==> config.mk <==
export PLATFORM = sky130hd
export DESIGN_NAME = axis_cic_interpolator
export DESIGN_NICKNAME = d
export VERILOG_FILES = /design/src/rtl/cic_pkg.sv /design/src/rtl/cic_stage.sv /design/src/rtl/axis_cic_interpolator.sv
export SDC_FILE = /design/constraint.sdc
export NUM_CORES = 1
export LEC_CHECK = 0
export ABC_AREA = 1
export CORE_UTILIZATION = 55
export CTS_BUF_LIST = sky130_fd_sc_hd__clkbuf_8
export DETAILED_ROUTE_END_ITERATION = 8
export PLACE_DENSITY = 0.91
export REMOVE_ABC_BUFFERS = 1
export SYNTH_ARGS = -nofsm -noshare
export SYNTH_HDL_FRONTEND = slang
export SYNTH_SLANG_ARGS = --single-unit
==> constraint.sdc <==
create_clock -name aclk -period 7.87 [get_ports aclk]
set_input_delay 1.574 -clock aclk [delete_from_list [all_inputs] [get_ports aclk]]
set_output_delay 1.574 -clock aclk [all_outputs]
set_load 0.005 [all_outputs]
==> src/rtl/cic_pkg.sv <==
// -----------------------------------------------------------------------------
// cic_pkg
// Shared definitions for the AXI-Stream CIC interpolator:
//   - cic_width_f   : full-precision word width (input + growth + guard bit)
//   - phase_width_f : width of the interpolation phase counter for ratio R
//   - cic_word_t    : signed full-precision word at the default configuration
//   - PHASE_W       : phase counter width at the default ratio
//   - stage_mode_t  : selects comb or integrator behaviour in cic_stage
// -----------------------------------------------------------------------------
package cic_pkg;

    localparam int DEF_WIDTH  = 16;
    localparam int DEF_GROWTH = 7;
    localparam int DEF_SIGN   = 1;
    localparam int DEF_R      = 100;

    function automatic int cic_width_f(input int width, input int growth, input int sign);
        return width + growth + sign;
    endfunction

    // A counter for R >= 2 phases needs at least one bit.
    function automatic int phase_width_f(input int r);
        return (r > 2) ? $clog2(r) : 1;
    endfunction

    localparam int CIC_WIDTH = cic_width_f(DEF_WIDTH, DEF_GROWTH, DEF_SIGN);
    localparam int PHASE_W   = phase_width_f(DEF_R);

    typedef logic signed [CIC_WIDTH-1:0] cic_word_t;

    typedef enum logic [0:0] {
        STAGE_COMB  = 1'b0,
        STAGE_INTEG = 1'b1
    } stage_mode_t;

endpackage

==> src/rtl/cic_stage.sv <==
// -----------------------------------------------------------------------------
// cic_stage
// One CIC section stage, behaviour chosen by MODE:
//   STAGE_COMB  : o_data = i_data - i_data delayed by M enabled cycles
//                 (combinational output, M-deep delay line advances on i_en)
//   STAGE_INTEG : o_data = accumulator register; acc <= acc + i_data on i_en
// Ports:
//   clk    in   clock
//   rst    in   asynchronous active-high reset, clears all state
//   i_en   in   advance enable
//   i_data in   CW-bit stage input
//   o_data out  CW-bit stage output
// All arithmetic wraps modulo 2^CW.
// -----------------------------------------------------------------------------
module cic_stage
    import cic_pkg::*;
#(
    parameter stage_mode_t MODE = STAGE_INTEG,
    parameter int          CW   = 24,
    parameter int          M    = 1
) (
    input  logic          clk,
    input  logic          rst,
    input  logic          i_en,
    input  logic [CW-1:0] i_data,
    output logic [CW-1:0] o_data
);

    if (MODE == STAGE_COMB) begin : g_comb
        logic [CW-1:0] r_dly [0:M-1];

        // Delay line holding the last M accepted stage inputs.
        always_ff @(posedge clk or posedge rst) begin
            if (rst) begin
                for (int i = 0; i < M; i++) begin
                    r_dly[i] <= {CW{1'b0}};
                end
            end else if (i_en) begin
                r_dly[0] <= i_data;
                for (int i = 1; i < M; i++) begin
                    r_dly[i] <= r_dly[i-1];
                end
            end else begin
                for (int i = 0; i < M; i++) begin
                    r_dly[i] <= r_dly[i];
                end
            end
        end

        assign o_data = i_data - r_dly[M-1];
    end else begin : g_integ
        logic [CW-1:0] r_acc;

        // Wrapping accumulator.
        always_ff @(posedge clk or posedge rst) begin
            if (rst) begin
                r_acc <= {CW{1'b0}};
            end else if (i_en) begin
                r_acc <= r_acc + i_data;
            end else begin
                r_acc <= r_acc;
            end
        end

        assign o_data = r_acc;
    end

endmodule

==> src/rtl/axis_cic_interpolator.sv <==
// -----------------------------------------------------------------------------
// axis_cic_interpolator
// AXI-Stream CIC interpolator: upsamples WIDTH-bit signed samples by R and
// emits full-precision CIC_WIDTH-bit samples (feeds the ZOH stage directly).
// Ports:
//   aclk                in   clock
//   arst                in   asynchronous active-high reset
//   s_axis_data_tdata   in   WIDTH-bit signed input sample
//   s_axis_data_tvalid  in   input valid
//   s_axis_data_tready  out  input ready (only at phase 0 with output space)
//   m_axis_data_tdata   out  CIC_WIDTH-bit output sample (last integrator)
//   m_axis_data_tvalid  out  output valid
//   m_axis_data_tready  in   output ready
// A "step" advances phase and integrators; combs advance only on the step
// that accepts an input (phase 0).
// -----------------------------------------------------------------------------
module axis_cic_interpolator
    import cic_pkg::*;
#(
    parameter int WIDTH     = 16,
    parameter int N         = 1,
    parameter int M         = 1,
    parameter int R         = 100,
    parameter int GROWTH    = 7,
    parameter int SIGN      = 1,
    parameter int CIC_WIDTH = cic_width_f(WIDTH, GROWTH, SIGN)
) (
    input  logic                 aclk,
    input  logic                 arst,
    input  logic [WIDTH-1:0]     s_axis_data_tdata,
    input  logic                 s_axis_data_tvalid,
    output logic                 s_axis_data_tready,
    output logic [CIC_WIDTH-1:0] m_axis_data_tdata,
    output logic                 m_axis_data_tvalid,
    input  logic                 m_axis_data_tready
);

    localparam int             PW         = phase_width_f(R);
    localparam logic [PW-1:0]  PHASE_LAST = PW'(R - 1);

    logic [PW-1:0]        r_phase;
    logic                 r_m_tvalid;
    logic                 w_out_free;
    logic                 w_phase_zero;
    logic                 w_step;
    logic                 w_accept;
    logic [CIC_WIDTH-1:0] w_comb  [0:N];
    logic [CIC_WIDTH-1:0] w_integ [0:N];

    // Output register can take a new value when empty or being drained.
    assign w_out_free   = ~r_m_tvalid | m_axis_data_tready;
    assign w_phase_zero = (r_phase == {PW{1'b0}});
    // Phase 0 needs a fresh input; the other R-1 phases run on zeros.
    assign w_step       = w_out_free & (~w_phase_zero | s_axis_data_tvalid);
    assign w_accept     = w_step & w_phase_zero;

    assign s_axis_data_tready = w_phase_zero & w_out_free & ~arst;
    assign m_axis_data_tvalid = r_m_tvalid;

    // Phase counter 0..R-1, advancing on every step.
    always_ff @(posedge aclk or posedge arst) begin
        if (arst) begin
            r_phase <= {PW{1'b0}};
        end else if (w_step) begin
            r_phase <= (r_phase == PHASE_LAST) ? {PW{1'b0}} : r_phase + PW'(1);
        end else begin
            r_phase <= r_phase;
        end
    end

    // Output valid: set by a step, cleared when a beat leaves without a step.
    always_ff @(posedge aclk or posedge arst) begin
        if (arst) begin
            r_m_tvalid <= 1'b0;
        end else if (w_step) begin
            r_m_tvalid <= 1'b1;
        end else if (r_m_tvalid & m_axis_data_tready) begin
            r_m_tvalid <= 1'b0;
        end else begin
            r_m_tvalid <= r_m_tvalid;
        end
    end

    assign w_comb[0] = {{(CIC_WIDTH-WIDTH){s_axis_data_tdata[WIDTH-1]}}, s_axis_data_tdata};

    // Zero-stuffing upsampler between comb and integrator sections.
    assign w_integ[0] = w_phase_zero ? w_comb[N] : {CIC_WIDTH{1'b0}};

    for (genvar k = 1; k <= N; k++) begin : g_stages
        cic_stage #(
            .MODE (STAGE_COMB),
            .CW   (CIC_WIDTH),
            .M    (M)
        ) u_comb (
            .clk    (aclk),
            .rst    (arst),
            .i_en   (w_accept),
            .i_data (w_comb[k-1]),
            .o_data (w_comb[k])
        );

        // Each integrator sums the previous stage's registered (old) value.
        cic_stage #(
            .MODE (STAGE_INTEG),
            .CW   (CIC_WIDTH),
            .M    (M)
        ) u_integ (
            .clk    (aclk),
            .rst    (arst),
            .i_en   (w_step),
            .i_data (w_integ[k-1]),
            .o_data (w_integ[k])
        );
    end

    assign m_axis_data_tdata = w_integ[N];

endmodule
Fig. 1: run 1, routed clock nets over the placement
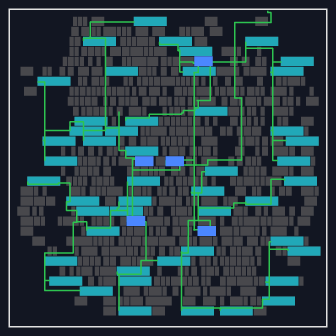
[green] clock wires | length: 688 um
[cyan] flip-flops | count: 48
[blue] clock drivers | count: 5
flops lie: widely spread

Fig. 2: run 1, gate families picked out
Bar = 20 um.
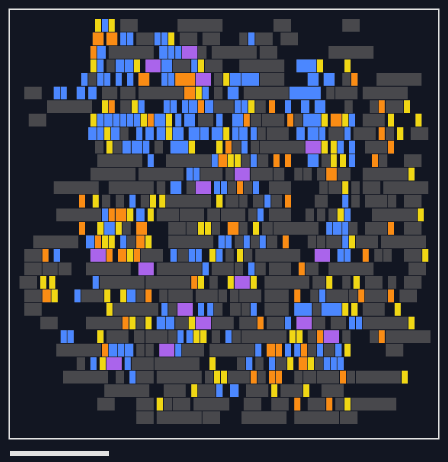
[purple] xor and xnor cells | cells: 16 | most used: xor2_1
[orange] nor cells | cells: 62 | most used: nor2_1 | where: widely spread
[yellow] inv cells | cells: 93 | most used: inv_1 | where: widely spread
[blue] nand cells | cells: 159 | most used: nand2_1

Fig. 3: run 1, cell sizes after repair
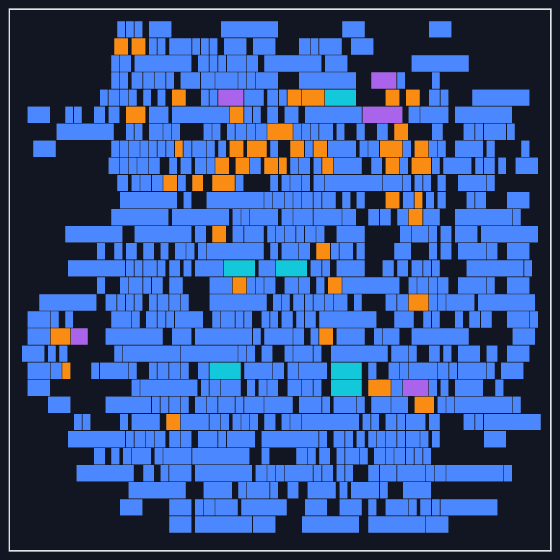
[orange] _2 cells | cells: 42 | share: 7.1% | most used: nand2_2
[blue] _0 and _1 cells | cells: 537 | share: 91% | most used: nand2_1
[purple] _3 and _4 cells | cells: 5 | share: 0.85% | most used: nand2_4
[cyan] _6 and larger | cells: 6 | share: 1.0% | most used: clkbuf_8

==> qor.txt, run 1 <==
Fmax: 0.188 GHz
Distinct lib cells: 39
Routed vias: 3673
Period minus WS final: 5.32 ns
Port bufs: 45
DRT antenna net count: 0
Antenna violations before repair: 0
CP Capture Type: flip-flop
Cell mode on critical path: nand2_1
Vias in the first global route: 3565
Antenna cells: 0
WL per Instance: 12.9 um
Final HPWL DP: 6430 um
R2r startpoint: r_phase[0]$_DFFE_PP0P_
Total clock sinks: 48
Fin crit share: 0.676
Clk root buf: clkbuf_8
Hold_buf cts: 0
AO/OA Area Share: 0.162
Main logic family: simple AND/OR/NAND/NOR gates
Worst vdd ir: 0.000114 V
Avg Cell Area, Syn: 7.10 um^2
Cells after Synth: 547
Ports: 46
Hold path depth: 2
CP Launch Type: input pin
Routed WL: 8880 um
CTS clk-pin slew, worst paths: 0.09 ns
Chip height: 86.0 um
Clock Latency Late Sink: 0.31 ns
Max-cap check violation count: 0
Slew Viols, Final: 0
Crit Reg-Reg Endpoint: g_stages[1].u_integ.o_data[20]$_DFFE_PP0P_
Seq/Total Area, Yosys: 0.309
H-tree Lvls: 2
DR pass1 iterations: 6
First-pass GRT wire length: 15000 um
Most frequent logic cell in the layout: nand2_1
Area Overhead vs Synth: 16.1%
CTS tree: yes
Initial DRC Count: 261
Crit path depth: 28
Dominant register cell: dfrtp_1
FF-to-FF setup slack: 3.60 ns
Adder share: 0.120
Fin nets: 645
Rows: 30
Via density per instance: 5.35
HP Class: reg2reg
CTS max path bufs: 2
Netlist Area Pre-Place: 3880 um^2
Post-CTS setup buffer count: 0
Core ar.: 6790 um^2
CP top delay family: simple AND/OR/NAND/NOR gates
Leak Pwr: 2.31 nW
Critical path arrival: 5.52 ns
Pwr dens: 285 nW/um^2
Die area: 7400 um^2
Worst setup margin: 2.55 ns
Gr usage total: 0.252
Synth warn: 0
CP Capture Point: g_stages[1].u_integ.o_data[21]$_DFFE_PP0P_
Mux share: 0
Ys async rst share: 1.00
Fin Clk Skew: 0.00742 ns
Status: finished clean
Post-synth top area cell: dfrtp_1
Fin. Hold Viols: 0
Init Core Util: 0.572
Critical path class: in2reg
Share of layout cells above drive strength 1: 0.0898
Yosys stat cell total: 547
Slew margin rel.: 0.309
TritonCTS Buffers: 5
Final setup vio count: 0
Reg2reg path depth: 20
Place WS: 2.36 ns
Synth top area share: 0.309
Post-layout total power: 0.00129 W
CTS resizes: 0
Crit path required time: 8.07 ns
Hold Crit Endpoint: g_stages[1].u_comb.g_comb.r_dly[6]$_DFFE_PP0P_
GR Overflow Total: 0
RSZ-0062 raised after global routing: false
Top cells by area: dfrtp_1 31%, ha_1 11%, nand2_1 10%
Worst-margin pin slew: 1.04 ns
Critical Path Source: s_axis_data_tdata[0]
CP max-delay cell: clkdlybuf4s50_1
Largest stage delay, worst path: 0.46 ns
Xor/xnor share: 0.0361
Simple share: 0.271
Ys flops: 48
[run 1: through the flow]
stage	utilization	cells	hold slack [ns]	area, um^2
after CTS	0.664	686	0.527	4510
after detailed placement	0.650	678	0.508	4420
after floorplan	-	536	0.457	3840
after global placement	0.650	678	0.477	4420
final	0.664	686	0.522	4510
after global routing	0.664	686	0.538	4510
[run 1: state kept, by name, indices dropped and copies added (netlist names)]
signal and cells:
m_axis_data_tvalid 1, g_stages.u_integ.o_data 24, g_stages.u_comb.g_comb.r_dly 16, r_phase 7
[run 1: metal layers]
metal / global-route usage / part of all wire
met1: 0.303 / 0.43
met2: 0.452 / 0.50
met3: 0.0279 / 0.044
met4: 0.111 / 0.018
met5: 0 / 0
[run 1: power by group]
part	switching (W)	leakage (nW)	total (W)	internal [W]
registers	0.0000776	0.548	0.000422	0.000344
logic	0.000407	1.71	0.000706	0.000300
clock network	0.0000888	0.0510	0.000159	0.0000704
total	0.000573	2.31	0.00129	0.000714
[run 1: cell usage after synthesis (4+ instances only)]
cell type,number
nand2_1,108
inv_1,90
a21oi_1,51
dfrtp_1,48
nor2_1,46
ha_1,34
o21ai_0,31
nand3_1,27
nand2_2,13
xor2_1,12
clkbuf_1,8
a31oi_1,7
o21ai_1,7
nor2_2,6
nor3_1,6
or2_2,6
nand3_2,4
nand4_1,4
o21a_1,4
xnor2_1,4
[run 1: final cells by class]
class	count	area (um^2)
tap	96	120
inverter	93	349
clock buffer	6	82.6
multi-input combinational	395	2290
timing repair buffer	46	458
clock inverter	2	10.0
sequential	48	1200
fill	568	2280
[run 1: cell families after synthesis]
| group | Yosys count |
|---|---|
| flops | 48 |
| xor+xnor | 16 |
| fa+ha+maj | 36 |
| compound gates | 113 |
| buf+inv | 104 |
| simple gates | 230 |
==> inputs of run 2 (changes only) <==
- CORE_UTILIZATION: 55 -> 53
- clock period: 7.87 -> 4.6 ns (I/O delays scaled with it)
==> run 2 against run 1 <==
Routed wire length is 16% higher. Sequential share of layout area is 1.5 points lower. Sequential power is 73% higher. Clock-buffer cell count stayed put. Final area is 5.9% higher. Hold slack worse by 0.017 ns. Power is 86% higher. Global-route usage is 1.5 points higher. Synthesized area stayed put. Critical path depth is 4 lower. Setup slack worse by 2.4 ns. Critical path type unchanged. Highest routed layer unchanged.
==> qor.txt, run 2 <==
Fin crit share: 0.977
CP max-delay cell: clkdlybuf4s50_1
Period minus WS final: 4.49 ns
Yosys stat cell total: 547 (unchanged)
Avg Cell Area, Syn: 7.10 um^2 (unchanged)
CP top delay family: AND-OR/OR-AND gates
Flop share of the area: 0.251 (-0.0149)
DP Cell Count: 687 (+1.3%)
Crit path depth: 24 (-14%)
Most frequent logic cell in the layout: nand2_1
GR Overflow Total: 0 (unchanged)
Ports: 46 (unchanged)
Non-Clock Inverter Count: 93 (unchanged)
Port bufs: 45 (unchanged)
Max-cap check violation count: 0 (unchanged)
Chip height: 87.6 um (+1.8%)
Non-clock buffer count: 67 (+46%)
Distinct lib cells: 39 (unchanged)
Rows: 30 (unchanged)
Antenna cells: 0 (unchanged)
Post-synth top area cell: dfrtp_1
M2 GR Usage: 0.471 (+0.0192)
Clk tree area frac: 0.0188 (-0.00167)
Critical path class: in2reg
Cells after Synth: 547 (unchanged)
Multi-input gates: 395 (unchanged)
HP Class: reg2reg
Gr usage total: 0.266 (+0.0146)
Comb area share: 0.502 (-0.00593)
Final setup vio count: 0 (unchanged)
Ys async rst share: 1.00 (unchanged)
Fill cell count: 510 (-10%)
Logic area: 2400 um^2 (+4.7%)
Count leader, synth: nand2_1
WHS: 0.505 ns (-0.0175 ns)
R2r startpoint: g_stages[1].u_comb.g_comb.r_dly[4]$_DFFE_PP0P_
Seq/Total Area, Yosys: 0.309 (unchanged)
Met3 global-route usage: 0.0349 (+0.00696)
Netlist Area Pre-Place: 3880 um^2 (unchanged)
Worst vdd ir: 0.000206 V (+81%)
Area Overhead vs Synth: 23.0%
Dominant register cell: dfrtp_1
DRT antenna net count: 0 (unchanged)
Pwr dens: 501 nW/um^2 (+76%)
Final instance area: 4780 um^2 (+5.9%)
CP Launch Type: input pin
TritonCTS Buffers: 5 (unchanged)
Critical Path Source: s_axis_data_tdata[3]
Grt met1 use: 0.316 (+0.0124)
Log Warnings: 26
FF-to-FF setup slack: 0.77 ns (-2.83 ns)
Clk root buf: clkbuf_8
Antenna violations before repair: 0 (unchanged)
Data buffer area share: 0.130 (+0.0283)
DR pass1 iterations: 7 (+1)
H-tree Lvls: 2 (unchanged)
WL per Instance: 14.6 um (+12%)
Fin cells: 707 (+3.1%)
Clock Latency Late Sink: 0.30 ns (about the same)
Fin Clk Skew: 0.00448 ns (-0.00294 ns)
Tap cells: 96 (unchanged)
WL met3: 644 um (+63%)
Share of layout cells above drive strength 1: 0.154 (+0.0640)
Fin. Hold Viols: 0 (unchanged)
DR top layer: met4
Synth warn: 0 (unchanged)
Final HPWL DP: 7040 um (+9.4%)
Top cells by area: dfrtp_1 31%, ha_1 11%, nand2_1 10%
CTS clk-pin slew, worst paths: 0.09 ns (about the same)
Fin nets: 666 (+3.3%)
Leak Pwr: 2.44 nW (+5.6%)
Worst-margin pin slew: 1.03 ns (-0.00590 ns)
Largest class: multi-input combinational cells
Fmax: 0.223 GHz
Routed vias: 3995 (+8.8%)
CP Capture Type: flip-flop
Core ar.: 6940 um^2 (+2.2%)
Via density per instance: 5.65 (+5.5%)
Critical path arrival: 4.68 ns (-0.84 ns)
Met2 wire len: 5090 um (+13%)
Initial DRC Count: 325 (+25%)
Post-synth top cells: 108 x nand2_1, 90 x inv_1, 51 x a21oi_1
Die area: 7680 um^2 (+3.7%)
Init Core Util: 0.559 (-0.0124)
Post-DP Area: 4490 um^2 (+1.5%)
CP Capture Point: g_stages[1].u_integ.o_data[18]$_DFFE_PP0P_
Vias in the first global route: 3800 (+6.6%)
Ys flops: 48 (unchanged)
Slew Viols, Final: 0 (unchanged)
Status: finished clean
Slew margin rel.: 0.312 (+0.00394)
Routed WL: 10300 um (+16%)
## run 2: timing repair
item / 4_1_cts / 5_1_grt
buffers inserted: 0 / 12
gates resized: 0 / 29
setup endpoints to repair: 0 / 9
## run 2: how the worst min path moves through the flow
stage	endpoint	depth (start not counted)	slack, ns
4_1_cts	g_stages[1].u_comb.g_comb.r_dly[0]$_DFFE_PP0P_	2	0.51
3_5_place_dp	g_stages[1].u_comb.g_comb.r_dly[0]$_DFFE_PP0P_	2	0.49
5_1_grt	g_stages[1].u_comb.g_comb.r_dly[0]$_DFFE_PP0P_	2	0.53
6_report	g_stages[1].u_comb.g_comb.r_dly[0]$_DFFE_PP0P_	2	0.50
2_1_floorplan	g_stages[1].u_comb.g_comb.r_dly[0]$_DFFE_PP0P_	2	0.46
3_3_place_gp	g_stages[1].u_comb.g_comb.r_dly[0]$_DFFE_PP0P_	2	0.48
## run 2: power breakdown
part | internal (W) | switching, W | total (W)
Clock | 0.000119 | 0.000143 | 0.000261
Combinational | 0.000620 | 0.000787 | 0.00141
Sequential | 0.000589 | 0.000139 | 0.000728
## run 2: kinds of logic (layout without fill, tap and decap cells)
kind of cell,after synthesis,after routing,share of synthesized area
AND-OR/OR-AND,113,113,0.162
XOR/XNOR,16,16,0.0361
adder cells (fa/ha/maj),36,36,0.120
buffers and inverters,104,168,0.102
flip-flops,48,48,0.309
AND/OR/NAND/NOR,230,230,0.271
## run 2: through the flow
| stage | power [W] | setup slack (ns) | TNS [ns] |
|---|---|---|---|
| after CTS | 0.00223 | 0.119 | 0 |
| final | 0.00240 | 0.106 | 0 |
| after detailed placement | 0.00196 | -0.193 | -0.749 |
| after global placement | 0.00188 | 0.0493 | 0 |
| after floorplan | 0.00152 | 0.310 | 0 |
| after global routing | 0.00259 | -0.0760 | -0.238 |
Fig. 4: run 2, routed clock nets over the placement
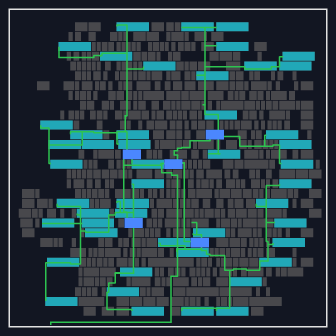
[blue] clock drivers | count: 5
[cyan] flip-flops | count: 48
[green] clock wires | length: 650 um
flops lie: widely spread

Fig. 5: run 2, M3 wires
Cells faint in the background.
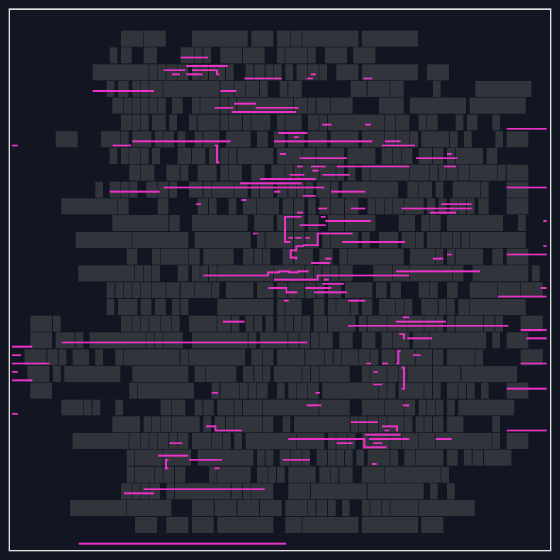
main direction: horizontal
share of all routed wire: 6.3%
wire length on this layer: 644 um

==> inputs of run 3 (changes only) <==
- CTS_CLUSTER_SIZE: not set -> 8
Fig. 6: run 3, routed clock nets over the placement
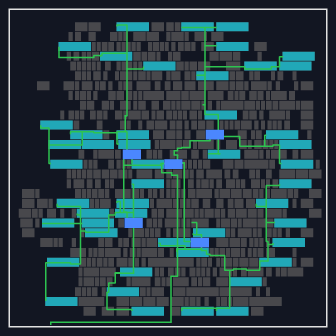
[blue] clock drivers | count: 5
[green] clock wires | length: 650 um
[cyan] flip-flops | count: 48
routed clock nets: 6
flops lie: widely spread

Fig. 7: run 3, M3 wires
Cells faint in the background.
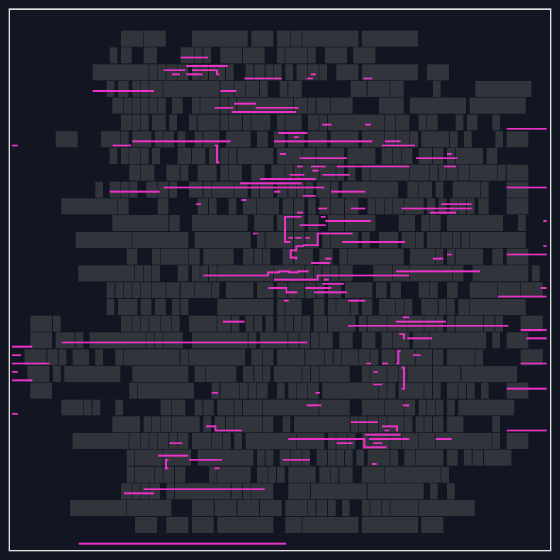
nets with wire on the layer: 99
longest straight run: 39.6 um

==> run 3 against run 2 <==
Die area is the same. Non-clock buffer count is the same. Final area unchanged. Via count unchanged. Sequential cell count unchanged. Synthesized area is the same. Clock-buffer cell count did not move. Maximum frequency did not move. Synthesized cell count stayed put. Critical path depth stayed put. Power unchanged. Final cell count unchanged.
==> qor.txt, run 3 <==
Top cells by area: dfrtp_1 31%, ha_1 11%, nand2_1 10%
Crit path required time: 4.78 ns
Die area: 7680 um^2 (unchanged)
Vias in the first global route: 3800 (unchanged)
Dominant register cell: dfrtp_1
CP Capture Point: g_stages[1].u_integ.o_data[18]$_DFFE_PP0P_
Final HPWL DP: 7040 um (unchanged)
GR Overflow Total: 0 (unchanged)
CP Capture Type: flip-flop
Hold path depth: 2 (unchanged)
Slew Viols, Final: 0 (unchanged)
Yosys stat cell total: 547 (unchanged)
Crit path depth: 24 (unchanged)
Synth warn: 0 (unchanged)
Clock Latency Late Sink: 0.30 ns (about the same)
Clk root buf: clkbuf_8
First-pass GRT wire length: 16200 um
Ys flops: 48 (unchanged)
CTS tree: yes
CTS clk-pin slew, worst paths: 0.09 ns (about the same)
Fin. Hold Viols: 0 (unchanged)
Total clock sinks: 48
Initial DRC Count: 325 (unchanged)
RD Place Congestion: 0.960
CP top delay family: AND-OR/OR-AND gates
Fin crit share: 0.977 (unchanged)
Chip height: 87.6 um (unchanged)
Rows: 30 (unchanged)
Final setup vio count: 0 (unchanged)
HP Class: reg2reg
Post-layout total power: 0.00240 W (unchanged)
CP Launch Type: input pin
Max-cap check violation count: 0 (unchanged)
Post-synth top area cell: dfrtp_1
Largest stage delay, worst path: 0.47 ns
Critical path, cell by cell: clkdlybuf4s50_1, ha_4, inv_1, nor3_2, nand2_1, o211ai_1, a21boi_2, o21ai_2, a21boi_2, buf_4, o21ai_0, a21oi_1, ha_1, nand2_1, nor2_1, inv_1, nor3_2, nand2_1, nand2_2, nand2_2, o21ai_4, buf_4, xor2_1, o21ai_1
DRT antenna net count: 0 (unchanged)
Reg2reg path depth: 24
Cells after Synth: 547 (unchanged)
Leak Pwr: 2.44 nW (unchanged)
Die span in x: 87.6 um
R2r startpoint: g_stages[1].u_comb.g_comb.r_dly[4]$_DFFE_PP0P_
Yosys Chip Area: 3880 um^2
Post-synth top cells: 108 x nand2_1, 90 x inv_1, 51 x a21oi_1
Period minus WS final: 4.49 ns (unchanged)
Antenna cells: 0 (unchanged)
TritonCTS Buffers: 5 (unchanged)
Port bufs: 45 (unchanged)
Seq/Total Area, Yosys: 0.309 (unchanged)
Core ar.: 6940 um^2 (unchanged)
Largest register FFs: 24
Synth top area share: 0.309
DR pass1 iterations: 7 (unchanged)
CTS max path bufs: 2
Distinct lib cells: 39 (unchanged)
Largest net degree at the start of global routing: 49
Ports: 46 (unchanged)
Fill cell count: 510 (unchanged)
DRC viols: 0
Worst vdd ir: 0.000206 V (unchanged)
Area Overhead vs Synth: 23.0% (unchanged)
WP buf/inv: 5
Count leader, synth: nand2_1
Routed vias: 3995 (unchanged)
Crit Reg-Reg Endpoint: g_stages[1].u_integ.o_data[18]$_DFFE_PP0P_
Logic area: 2400 um^2 (unchanged)
Hold Crit Endpoint: g_stages[1].u_comb.g_comb.r_dly[0]$_DFFE_PP0P_
Routed WL: 10300 um (unchanged)
Pwr dens: 501 nW/um^2 (unchanged)
Most frequent logic cell in the layout: nand2_1
Status: finished clean
Final instance area: 4780 um^2 (unchanged)
Via density per instance: 5.65 (unchanged)
Number of enable flip-flop cells: 0
Cell mode on critical path: nand2_1
Init Core Util: 0.559 (unchanged)
Hold Path Origin: g_stages[1].u_comb.g_comb.r_dly[0]$_DFFE_PP0P_
Post-DP Area: 4490 um^2 (unchanged)
Fin Clk Skew: 0.00448 ns (unchanged)
Antenna violations before repair: 0 (unchanged)
WL per Instance: 14.6 um (unchanged)
Slew margin rel.: 0.312 (unchanged)
Critical path class: in2reg
Gr usage total: 0.266 (unchanged)
Fin nets: 666 (unchanged)
Netlist Area Pre-Place: 3880 um^2 (unchanged)
CP max-delay cell: clkdlybuf4s50_1
Ys async rst share: 1.00 (unchanged)
Critical Path Source: s_axis_data_tdata[3]
CP max FO: 4
H-tree Lvls: 2 (unchanged)
Share of layout cells above drive strength 1: 0.154 (unchanged)
Log Warnings: 26 (unchanged)
Fmax: 0.223 GHz (unchanged)
Most frequent cells in the layout: 102 x nand2_1, 89 x inv_1, 49 x a21oi_1
Worst-margin pin slew: 1.03 ns (unchanged)
Register area: 1200 um^2
Avg Cell Area, Syn: 7.10 um^2 (unchanged)
FF-to-FF setup slack: 0.77 ns (about the same)
Critical path arrival: 4.68 ns (about the same)
[run 3: cell counts after synthesis]
Identical to the previous run, type by type.
[run 3: timing repair]
action | in CTS | in global routing
setup buffers | 0 | 12
resized | 0 | 29
setup endpoints to repair | 0 | 9
hold buffers | 0 | 0
[run 3: power breakdown]
part / internal, W / leakage [nW] / switching, W / total, W
registers: 0.000589 / 0.548 / 0.000139 / 0.000728
logic: 0.000620 / 1.83 / 0.000787 / 0.00141
clock network: 0.000119 / 0.0538 / 0.000143 / 0.000261
[run 3: final cells by class]
cell class,instances,share of cell area
flip-flops and latches,48,0.251
inverters,93,0.0730
repair buffers,67,0.130
multi-input cells,395,0.502
well taps,96,0.0251
clock buffers,6,0.0173
clock inverters,2,0.00157
[run 3: per-stage QoR]
step / worst slack, ns / util / setup TNS [ns] / std cells / hold WS [ns]
2_1_floorplan: 0.310 / - / 0 / 536 / 0.457
6_report: 0.106 / 0.688 / 0 / 707 / 0.505
3_3_place_gp: 0.0493 / 0.646 / 0 / 687 / 0.477
3_5_place_dp: -0.193 / 0.646 / -0.749 / 687 / 0.486
5_1_grt: -0.0760 / 0.688 / -0.238 / 707 / 0.532
4_1_cts: 0.119 / 0.659 / 0 / 695 / 0.505
[run 3: cells by family after synthesis]
logic type,count (synthesis),synth area share
adder cells (fa/ha/maj),36,0.120
flip-flops,48,0.309
buffers and inverters,104,0.102
AND/OR/NAND/NOR,230,0.271
AND-OR/OR-AND,113,0.162
XOR/XNOR,16,0.0361
[run 3: layer usage]
metal  wire, um  GRT usage  vias to the layer above
met5          0          0                        -
li1           -          -                     1893
met3        644     0.0349                       59
met1       4100      0.316                     1842
met4        456      0.142                        0
met2       5090      0.471                      201
Power and IR drop assume default switching activity.
